### config.mk
export PLATFORM = sky130hd
export DESIGN_NAME = wb_stage
export DESIGN_NICKNAME = d
export VERILOG_FILES = /design/src/rtl/rv32if_pkg.sv /design/src/rtl/wb_fpu_fifo.sv /design/src/rtl/wb_stage.sv
export SDC_FILE = /design/constraint.sdc
export NUM_CORES = 1
export LEC_CHECK = 0
export ABC_AREA = 1
export CAP_MARGIN = 20
export CORE_ASPECT_RATIO = 1.5
export CORE_MARGIN = 2
export CORE_UTILIZATION = 35
export CTS_BUF_LIST = sky130_fd_sc_hd__clkbuf_8
export DETAILED_ROUTE_END_ITERATION = 7
export REMOVE_ABC_BUFFERS = 1
export SYNTH_ARGS = -nofsm -noshare
export SYNTH_HDL_FRONTEND = slang
export SYNTH_SLANG_ARGS = --single-unit
### constraint.sdc
create_clock -name clk -period 6.5 [get_ports clk]
set_input_delay 1.3 -clock clk [delete_from_list [all_inputs] [get_ports clk]]
set_output_delay 1.3 -clock clk [all_outputs]
set_load 0.03 [all_outputs]
### src/rtl/rv32if_pkg.sv
// Shared RV32IF pipeline definitions: datapath widths and the FP writeback
// source select used by the writeback stage.
package rv32if_pkg;
  localparam int XLEN       = 32;
  localparam int REG_ADDR_W = 5;

  typedef enum logic [1:0] {
    FPWB_NONE,
    FPWB_FLW,
    FPWB_BUF,
    FPWB_FPU
  } fp_wb_src_e;
endpackage

### src/rtl/wb_fpu_fifo.sv
// Small synchronous FIFO of {rd, data} FPU results that lost the FP write port.
// Also exposes each slot's rd and a valid mask so hazards can be checked.
module wb_fpu_fifo
  import rv32if_pkg::*;
#(
  parameter  int DEPTH = 2,
  parameter  int W     = 32,
  localparam int PTR_W = $clog2(DEPTH),
  localparam int CNT_W = PTR_W + 1
) (
  input  logic                                  clk,
  input  logic                                  rst_n,
  input  logic                                  push,
  input  logic [REG_ADDR_W-1:0]                 push_rd,
  input  logic [W-1:0]                          push_data,
  input  logic                                  pop,
  output logic [REG_ADDR_W-1:0]                 head_rd,
  output logic [W-1:0]                          head_data,
  output logic                                  full,
  output logic                                  empty,
  output logic [CNT_W-1:0]                      count,
  output logic [DEPTH-1:0][REG_ADDR_W-1:0]      entry_rd,
  output logic [DEPTH-1:0]                      entry_valid
);

  logic [REG_ADDR_W-1:0] rd_mem   [DEPTH];
  logic [W-1:0]          data_mem [DEPTH];
  logic [PTR_W-1:0]      head;
  logic [PTR_W-1:0]      tail;

  // NOTE: storage is deliberately not reset; only pointers and count are, and
  // the count alone decides which slots hold live data.
  always_ff @(posedge clk) begin
    if (push) begin
      rd_mem[tail]   <= push_rd;
      data_mem[tail] <= push_data;
    end
  end

  // NOTE: state uses non-blocking assignments so every reader sees pre-edge values.
  always_ff @(posedge clk or negedge rst_n) begin
    if (!rst_n) begin
      head  <= '0;
      tail  <= '0;
      count <= '0;
    end else begin
      if (push) tail <= tail + PTR_W'(1);
      if (pop)  head <= head + PTR_W'(1);
      case ({push, pop})
        2'b10:   count <= count + CNT_W'(1);
        2'b01:   count <= count - CNT_W'(1);
        default: count <= count;
      endcase
    end
  end

  assign full      = (count == CNT_W'(DEPTH));
  assign empty     = (count == '0);
  assign head_rd   = rd_mem[head];
  assign head_data = data_mem[head];

  // A slot is live when its distance from head (mod DEPTH) is below the count.
  // NOTE: every always_comb output gets a default first so no latch is inferred.
  always_comb begin
    entry_valid = '0;
    entry_rd    = '0;
    for (int i = 0; i < DEPTH; i++) begin
      entry_rd[i]    = rd_mem[i];
      entry_valid[i] = CNT_W'(PTR_W'(PTR_W'(i) - head)) < count;
    end
  end

  a_no_overflow:  assert property (@(posedge clk) disable iff (!rst_n) !(push && full));
  a_no_underflow: assert property (@(posedge clk) disable iff (!rst_n) !(pop && empty));

endmodule

### src/rtl/wb_stage.sv
// RV32IF writeback stage: registered integer RF write port plus an arbitrated
// FP RF write port (flw > buffered FPU result > fresh FPU result).
module wb_stage #(
  parameter int XLEN          = rv32if_pkg::XLEN,
  parameter int FPU_BUF_DEPTH = 2
) (
  input  logic                             clk,
  input  logic                             rst_n,
  input  logic                             wb_enable_wb,
  input  logic [4:0]                       rd_wb,
  input  logic                             ld_wb,
  input  logic [XLEN-1:0]                  mem_data,
  input  logic [XLEN-1:0]                  result_out,
  input  logic                             flw_valid,
  input  logic [4:0]                       flw_rd,
  input  logic [XLEN-1:0]                  mem_data_out_f_wb,
  input  logic                             fpu_valid,
  input  logic [4:0]                       fpu_rd,
  input  logic [XLEN-1:0]                  fpu_result,
  output logic                             fpu_ready,
  output logic                             int_rf_we,
  output logic [4:0]                       int_rf_waddr,
  output logic [XLEN-1:0]                  int_rf_wdata,
  output logic                             fp_rf_we,
  output logic [4:0]                       fp_rf_waddr,
  output logic [XLEN-1:0]                  fp_rf_wdata,
  output logic [$clog2(FPU_BUF_DEPTH):0]   fp_buf_count,
  output logic                             waw_err
);
  import rv32if_pkg::*;

  fp_wb_src_e                                  src;
  logic                                        fpu_accept;
  logic                                        buf_push;
  logic                                        buf_pop;
  logic                                        buf_full;
  logic                                        buf_empty;
  logic [REG_ADDR_W-1:0]                       head_rd;
  logic [XLEN-1:0]                             head_data;
  logic [FPU_BUF_DEPTH-1:0][REG_ADDR_W-1:0]    entry_rd;
  logic [FPU_BUF_DEPTH-1:0]                    entry_valid;
  logic                                        waw_hit;

  wb_fpu_fifo #(
    .DEPTH (FPU_BUF_DEPTH),
    .W     (XLEN)
  ) u_fifo (
    .clk         (clk),
    .rst_n       (rst_n),
    .push        (buf_push),
    .push_rd     (fpu_rd),
    .push_data   (fpu_result),
    .pop         (buf_pop),
    .head_rd     (head_rd),
    .head_data   (head_data),
    .full        (buf_full),
    .empty       (buf_empty),
    .count       (fp_buf_count),
    .entry_rd    (entry_rd),
    .entry_valid (entry_valid)
  );

  // Ready depends only on occupancy, so a full buffer never passes through.
  assign fpu_ready  = !buf_full;
  assign fpu_accept = fpu_valid && fpu_ready;

  always_comb begin
    src = FPWB_NONE;
    if (flw_valid)       src = FPWB_FLW;
    else if (!buf_empty) src = FPWB_BUF;
    else if (fpu_valid)  src = FPWB_FPU;
  end

  assign buf_pop  = (src == FPWB_BUF);
  assign buf_push = fpu_accept && (src != FPWB_FPU);

  always_comb begin
    waw_hit = flw_valid && fpu_accept && (flw_rd == fpu_rd);
    for (int i = 0; i < FPU_BUF_DEPTH; i++) begin
      if (flw_valid && entry_valid[i] && (entry_rd[i] == flw_rd)) waw_hit = 1'b1;
    end
  end

  always_ff @(posedge clk or negedge rst_n) begin
    if (!rst_n) begin
      int_rf_we    <= 1'b0;
      int_rf_waddr <= '0;
      int_rf_wdata <= '0;
    end else begin
      int_rf_we    <= wb_enable_wb && (rd_wb != '0);
      int_rf_waddr <= rd_wb;
      int_rf_wdata <= ld_wb ? mem_data : result_out;
    end
  end

  always_ff @(posedge clk or negedge rst_n) begin
    if (!rst_n) begin
      fp_rf_we    <= 1'b0;
      fp_rf_waddr <= '0;
      fp_rf_wdata <= '0;
      waw_err     <= 1'b0;
    end else begin
      if (waw_hit) waw_err <= 1'b1;
      case (src)
        FPWB_FLW: begin
          fp_rf_we    <= 1'b1;
          fp_rf_waddr <= flw_rd;
          fp_rf_wdata <= mem_data_out_f_wb;
        end
        FPWB_BUF: begin
          fp_rf_we    <= 1'b1;
          fp_rf_waddr <= head_rd;
          fp_rf_wdata <= head_data;
        end
        FPWB_FPU: begin
          fp_rf_we    <= 1'b1;
          fp_rf_waddr <= fpu_rd;
          fp_rf_wdata <= fpu_result;
        end
        default: fp_rf_we <= 1'b0;
      endcase
    end
  end

endmodule
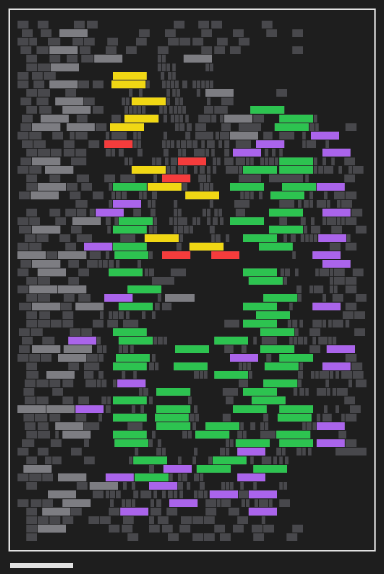
*Sequential cells grouped by signal name*
The bar under the picture is 20 microns long. Other sequential cells in the stronger grey, the rest of the logic in the fainter grey.
Purple is fp_rf_wdata, flops 32, where all over the die. Red is fp_rf_waddr, flops 5. Yellow is u_fifo.rd_mem, flops 10. Green is u_fifo.data_mem, flops 64.
Another 44 sequential cells are not coloured.

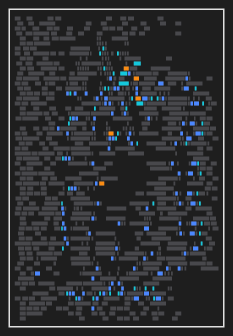
*Gate-type map*
Blue is inverting AOI/OAI gates, cells 101. Orange is XOR/XNOR gates, cells 5. Cyan is NOR gates, cells 50, where all over the die.
non-filler cells, final: 1,122
Comb/total area: 20.71%

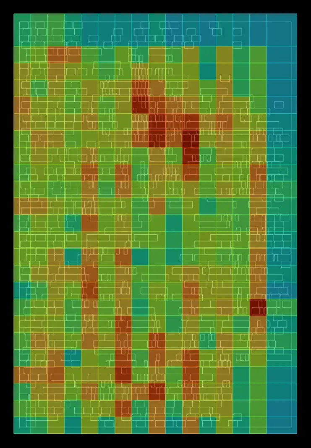
*Congestion heat map*
grt met3 use: 7.781%
DR WL/cell: 15.97 microns
met2 usage: 32.34%
met1 Use GR: 19.07%
Final Core Density: 51.69%

==> results.yml <==
# physical design summary
outcome:
  status: "finished clean"
worst_setup_path:
  r2r_setup_slack_ps: 4100
  r2r-end: "fp_rf_waddr[2]"
  cpPeakStageDelay_ps: 760
  path_class: "input pin to flip-flop"
  path_max_fanout: 39
  crit_family: "buffers and inverters"
  crit_start: "flw_valid"
  worst-path-stages: 7
  cp_cell_sequence: "clkdlybuf4s50_1, buf_16, nor2_4, ha_1, a21oi_1, o21ai_0, xor2_1"
  reg2reg_depth: 6
  crit_arrival_ps: 3720
  cp.required_ps: 6830
  timing.rr.start: "u_fifo.count[0]"
yosys:
  yosys.stat.seqShare_pct: 64.59
  top_cell_area_share_pct: 33.78
  edf_count: 74
  largest_area_cell: "edfxtp_1"
  yosys-stat-area_sq_um: 6579
route:
  dr_total_vias: 5164
  firstDrtPassIters: 4
  routed.top_layer: "met4"
clock_network:
  tritoncts: "done"
  clockBufferDepth: 2
  cts-resized-gates: 0
  htree_levels: 4
final_timing:
  finalClockSkew_ps: 11.07
  tns_ps: 0
  setup_ws_ps: 3111
min_path:
  worstHoldStart: "waw_err"
pwr:
  pwr-share-clk_pct: 20.5
  p_per_area_nw_per_um2: 348.5
  power.group.top: "sequential cells"
finish:
  fill_cells: 1721
  nNonClkBuffers: 237
  ff_latch_area_sq_um: 4250
  antenna-diode-count: 0
  fin_area_sq_um: 9547
  nFlopsAndLatches: 155
global_routing:
  overflow: 0
placement:
  portBuffers: 228
  routabilityCongestion: 0.8498
die:
  fp-row-count: 61
  chip_area_sq_um: 19930
job:
  cap_violations: 0
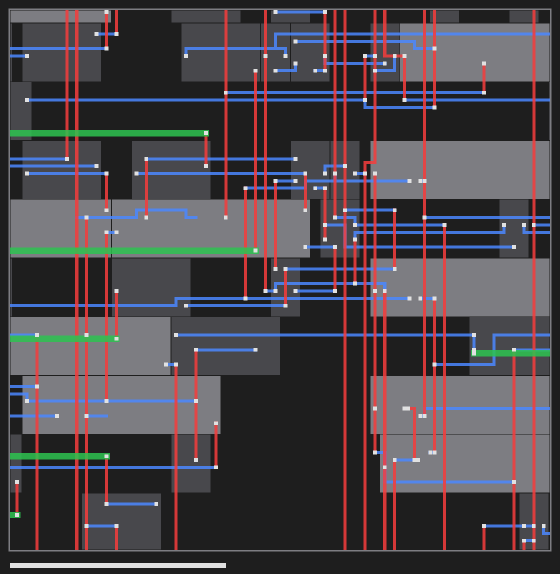
*Zoomed window*
The bar under the picture is 10 microns long. Region (16, 30) to (41, 55) microns. Cells in grey, sequential cells in the stronger grey; small squares are vias.
Blue is met1. Green is met3. Red is met2.
Most frequent: clkdlybuf4s50_1 (6), dfrtp_1 (5). Sequential cells in the window: 9. 27 logic cells have their middle in the window. Netlist names of flops here include u_fifo.data_mem (4), fp_rf_wdata (2).

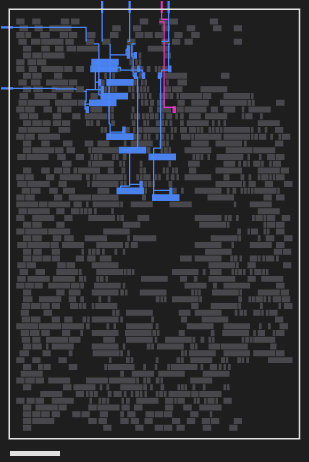
*Wires at chosen ports, followed through buffers*
The bar under the picture is 20 microns long.
Blue is fpu_rd, direction input, edge 3 north, 2 west, end cells 24, buffers 5, wire 392 microns. Magenta is fpu_ready, direction output, edge north, end cells 1, buffers 1, wire 46.2 microns.

==> state kept, by name, summed over array words and instances, names as in the netlist, 2 cells and up <==
name             cells
u_fifo.count         2
int_rf_waddr         5
int_rf_wdata        32
u_fifo.rd_mem       10
fp_rf_wdata         32
fp_rf_waddr          5
u_fifo.data_mem     64
==> layout by cell type (no fill, tap or decap), drive strengths merged <==
cell,count
mux2,32
o21ai,43
clkbuf,18
o22ai,1
or2,1
edfxtp,74
clkdlybuf4s50,227
nor3,1
inv,63
bufinv,1
xor2,4
nand3,6
a21oi,37
a41oi,19
clkinv,9
ha,1
clkinvlp,2
o41ai,1
nand2,189
dfrtp,81
buf,10
xnor2,1
nor2,49
Power is estimated from default activity; no workload was simulated.
